<file path="src/rtl/expression_scheduler.sv">
// Chooses which expression source drives the LCD pixel stream. Source changes
// take effect only on the first pixel of a frame, so the panel never shows a torn image.
module expression_scheduler #(
  parameter int LCD_W          = 132,
  parameter int LCD_H          = 162,
  parameter int HOLD_FRAMES    = 30,
  parameter int TIMEOUT_FRAMES = 240
) (
  input  logic        clk,
  input  logic        rst_n,
  input  logic [7:0]  addr_x,
  input  logic [7:0]  addr_y,
  input  logic [3:0]  req,
  input  logic        cancel,
  input  logic [15:0] src_data0,
  input  logic [15:0] src_data1,
  input  logic [15:0] src_data2,
  input  logic [15:0] src_data3,
  output logic [15:0] ram_data,
  output logic [1:0]  sel,
  output logic [1:0]  state_o,
  output logic [7:0]  frame_cnt,
  output logic        busy
);

  typedef enum logic [1:0] {
    S_IDLE = 2'd0,
    S_PEND = 2'd1,
    S_SHOW = 2'd2,
    S_RET  = 2'd3
  } state_t;

  state_t     state, state_d;
  logic [1:0] sel_q, sel_d;
  logic [1:0] pend_idx, win;
  logic       pend_vld, prev_origin;
  logic       origin, frame_start;
  logic       req_any, cancel_act, req_act, match_show;
  logic       pend_take, go_pend, timeout;
  logic       unused_req0;

  assign unused_req0 = req[0];

  // The in-panel qualifiers are always true at (0,0); coordinates outside the
  // panel can therefore never start a frame.
  assign origin      = (addr_x == 8'd0) && (addr_y == 8'd0) &&
                       (int'(addr_x) < LCD_W) && (int'(addr_y) < LCD_H);
  assign frame_start = origin && !prev_origin;

  always_comb begin
    win = 2'd0;
    if (req[3])      win = 2'd3;
    else if (req[2]) win = 2'd2;
    else if (req[1]) win = 2'd1;
  end

  assign req_any    = |req[3:1];
  assign cancel_act = cancel && (state != S_IDLE);
  assign req_act    = req_any && !cancel_act;
  assign match_show = req_act && (state == S_SHOW) && (win == sel_q);
  assign go_pend    = pend_vld && (pend_idx >= sel_q) && (int'(frame_cnt) >= HOLD_FRAMES);
  assign timeout    = int'(frame_cnt) >= TIMEOUT_FRAMES;

  always_comb begin
    state_d   = state;
    sel_d     = sel_q;
    pend_take = 1'b0;
    if (cancel_act) begin
      state_d = S_RET;
    end else begin
      case (state)
        S_IDLE: begin
          sel_d = 2'd0;
          if (pend_vld) state_d = S_PEND;
        end
        S_PEND: begin
          if (frame_start) begin
            state_d   = S_SHOW;
            sel_d     = pend_idx;
            pend_take = 1'b1;
          end
        end
        S_SHOW: begin
          if (go_pend)      state_d = S_PEND;
          else if (timeout) state_d = S_RET;
        end
        S_RET: begin
          if (frame_start) begin
            state_d = S_IDLE;
            sel_d   = 2'd0;
          end
        end
        default: state_d = S_IDLE;
      endcase
    end
  end

  always_ff @(posedge clk or negedge rst_n) begin
    if (!rst_n) begin
      state       <= S_IDLE;
      sel_q       <= 2'd0;
      prev_origin <= 1'b1;
    end else begin
      state       <= state_d;
      sel_q       <= sel_d;
      prev_origin <= origin;
    end
  end

  // A consumed request frees the slot, so a request in the same cycle always loads.
  always_ff @(posedge clk or negedge rst_n) begin
    if (!rst_n) begin
      pend_vld <= 1'b0;
      pend_idx <= 2'd0;
    end else if (cancel_act) begin
      pend_vld <= 1'b0;
    end else if (req_act && !match_show && (!pend_vld || pend_take || win >= pend_idx)) begin
      pend_vld <= 1'b1;
      pend_idx <= win;
    end else if (pend_take) begin
      pend_vld <= 1'b0;
    end
  end

  always_ff @(posedge clk or negedge rst_n) begin
    if (!rst_n) begin
      frame_cnt <= 8'd0;
    end else if (pend_take) begin
      frame_cnt <= 8'd0;
    end else if ((state == S_SHOW) && !cancel) begin
      if (match_show)
        frame_cnt <= 8'd0;
      else if (frame_start && (frame_cnt != 8'hFF))
        frame_cnt <= frame_cnt + 8'd1;
    end
  end

  // The look-ahead select lets the first pixel of a new frame already come from the new source.
  assign sel = sel_d;

  always_comb begin
    case (sel)
      2'd0:    ram_data = src_data0;
      2'd1:    ram_data = src_data1;
      2'd2:    ram_data = src_data2;
      default: ram_data = src_data3;
    endcase
  end

  assign state_o = state;
  assign busy    = (state != S_IDLE);

endmodule

</file>
<file path="config.mk">
export PLATFORM = sky130hd
export DESIGN_NAME = expression_scheduler
export DESIGN_NICKNAME = d
export VERILOG_FILES = /design/src/rtl/expression_scheduler.sv
export SDC_FILE = /design/constraint.sdc
export NUM_CORES = 1
export LEC_CHECK = 0
export ABC_AREA = 1
export CORE_MARGIN = 8
export CORE_UTILIZATION = 40
export DETAILED_ROUTE_END_ITERATION = 10
export PLACE_DENSITY = 0.86
export SYNTH_ARGS = -nofsm -noshare
export SYNTH_HDL_FRONTEND = slang
export SYNTH_SLANG_ARGS = --single-unit
</file>
<file path="constraint.sdc">
create_clock -name clk -period 4.65 [get_ports clk]
set_input_delay 0.93 -clock clk [delete_from_list [all_inputs] [get_ports clk]]
set_output_delay 0.93 -clock clk [all_outputs]
set_load 0.1 [all_outputs]
</file>
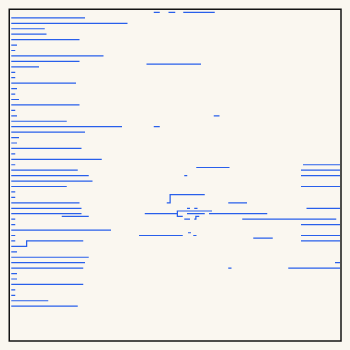
Figure 1: met3 routing.
Drawn at 4 px/µm.
longest straight run: 28.8 µm
wire length on this layer: 764 µm
main direction: horizontal
met3 Track Usage GR: 8.658%
via count: 2209
total detailed-routing wirelength: 6.192 mm

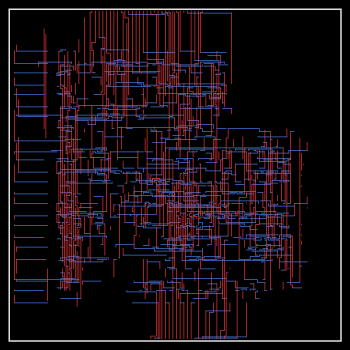
Figure 2: routed metal, one colour a layer.
Drawn at 4 px/µm. Two of the layers only.
[metal 1] blue | wire length: 2190 µm
[metal 2] red | wire length: 3120 µm
Avg WL per Cell: 14.71 µm
Tot GR Track Use: 18.26%

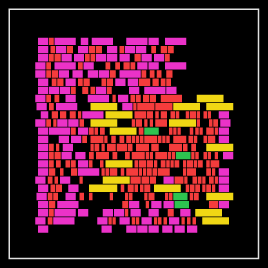
Figure 3: placed cells, one colour a class.
Drawn at 3 px/µm.
[combinational and other logic] red | cells: 235
[clock drivers and dummy loads] green | cells: 4
[remaining buffers and delay cells] magenta | cells: 114
[sequential cells] yellow | cells: 16
Final Util: 71.61%
core footprint: 4324 µm²
Rows: 24
post-layout instance area: 3097 µm²
sequential cell area share: 12.97%

[worst max-delay path: cells and delay by family]
family	cells	cell delay [ns]
simple gates	11	1.68
buf+inv	2	0.59
[layer usage]
layer / up-vias / GRT usage [%] / share of wire (%)
met5: - / 0 / 0
met4: 0 / 4.310 / 1.8
met3: 15 / 8.658 / 12
met2: 99 / 32.65 / 50
met1: 999 / 18.88 / 35
li1: 1096 / - / -
[area by class of cell]
type                       count  area (µm²)
clock buffer                   4       55.05
sequential                    16       401.6
tap                           52       65.06
timing repair buffer         114        1296
multi-input combinational    205        1166
fill                         352        1227
inverter                      30       112.6
[synth_stat cells, drive strengths merged]
library cell,instances
nor2,29
buf,10
o31ai,2
dfrtp,15
o21ai,13
dfstp,1
nand3,57
nor3b,1
inv,30
nand2,60
xnor2,1
a21boi,1
nor3,5
or2,1
o211ai,1
nand4,19
ha,6
xor2,4
a21oi,4
nand3b,1
[through the flow]
step / power (µW) / instance area (µm²) / utilization, % / hold WS [ns] / setup WS (ns)
floorplan: 665.5 / 1772 / - / 0.4994 / 0.6895
global placement: 864.4 / 3042 / 70.34 / 0.5326 / 0.5691
detailed placement: 883.1 / 3042 / 70.34 / 0.5261 / 0.4988
CTS: 1009 / 3097 / 71.61 / 0.5429 / 0.4949
global route: 1062 / 3097 / 71.61 / 0.5794 / 0.2923
finish: 1002 / 3097 / 71.61 / 0.5390 / 0.5098
[state kept, by name, summed over array words and instances, names as in the netlist]
signal	count
frame_cnt	8
pend_idx	2
pend_vld	1
prev_origin	1
sel_q	2
state_o	2
[report_power, final]
part	leakage, µW	switching, µW	total, µW	internal, µW
Combinational	0.00112	430	652	222
Clock	0.0000288	49.1	124	75.2
Sequential	0.000187	49.5	226	177
Total	0.00133	529	1000	474
==> reports/metrics.cfg <==
[setup_path]
r2r_cell_count = 10
r2r-start = state_o[0]
worst_setup_path_endpoint = ram_data[1]
timing.critical_path.slowest_stage_cell = sky130_fd_sc_hd__clkdlybuf4s50_1
path_cells = clkdlybuf4s50_1 -> nor2_1 -> nand2_1 -> nor2_2 -> nand3_2 -> nand2_2 -> nand2_4 -> nand2_4 -> nand2_4 -> nor2_8 -> nand2_1 -> nand4_1 -> buf_12
crit_path_frequent_cell = sky130_fd_sc_hd__nand2_4
timing.critical_path.slowest_cell_delay_ns = 0.40
setup_crit_end_kind = primary output

[cts]
h-tree-depth = 1
clock_tree.buffer_depth = 2
gates_resized_cts_repair = 0
post_cts_buffers = 0
clockRootBuffer = sky130_fd_sc_hd__clkbuf_8
cts_buffers = 3
ctsHoldBuffers = 0

[timing]
relSlewSlack_pct = 33.76
totalNegativeSetupSlack_ns = 0
achievable-frequency_mhz = 241.5

[layout]
layout_area_growth_over_synthesis_pct = 74.79
final_nets = 463
insertedDiodeCount = 0
drive_above_1_share_pct = 16.26

[grt]
grt_pass1_vias = 2265
grt_start_max_net_pins = 36

[flow_run]
openroad.warnings = 29
drv.max_cap_violation_count = 0

[floorplan]
floorplan.io_pins = 116
floorplan.die.width_um = 82.55
core_util_floorplan_pct = 40.97

[synth]
numSynthFlops = 16
ys_chip_area_um2 = 1772
avg_inst_size_synth_um2 = 6.788
synth_area_um2 = 1772
adder_share_pct = 4.237
postSynthSeqShare_pct = 22.67
muxShareOfSynthArea_pct = 0
syn-num-nets = 354

[route]
avgViaCountPerCell = 5.247
drc = 0

[min_path]
hold_class = flop to flop

[placed_design]
finalWeightedCongestion = 0.8576
placed_cells_incl_taps = 417

[run_status]
result_of_the_run = finished, final reports clean

[power]
power.leakage_uw = 0.001335

Power is estimated from default activity; no workload was simulated.
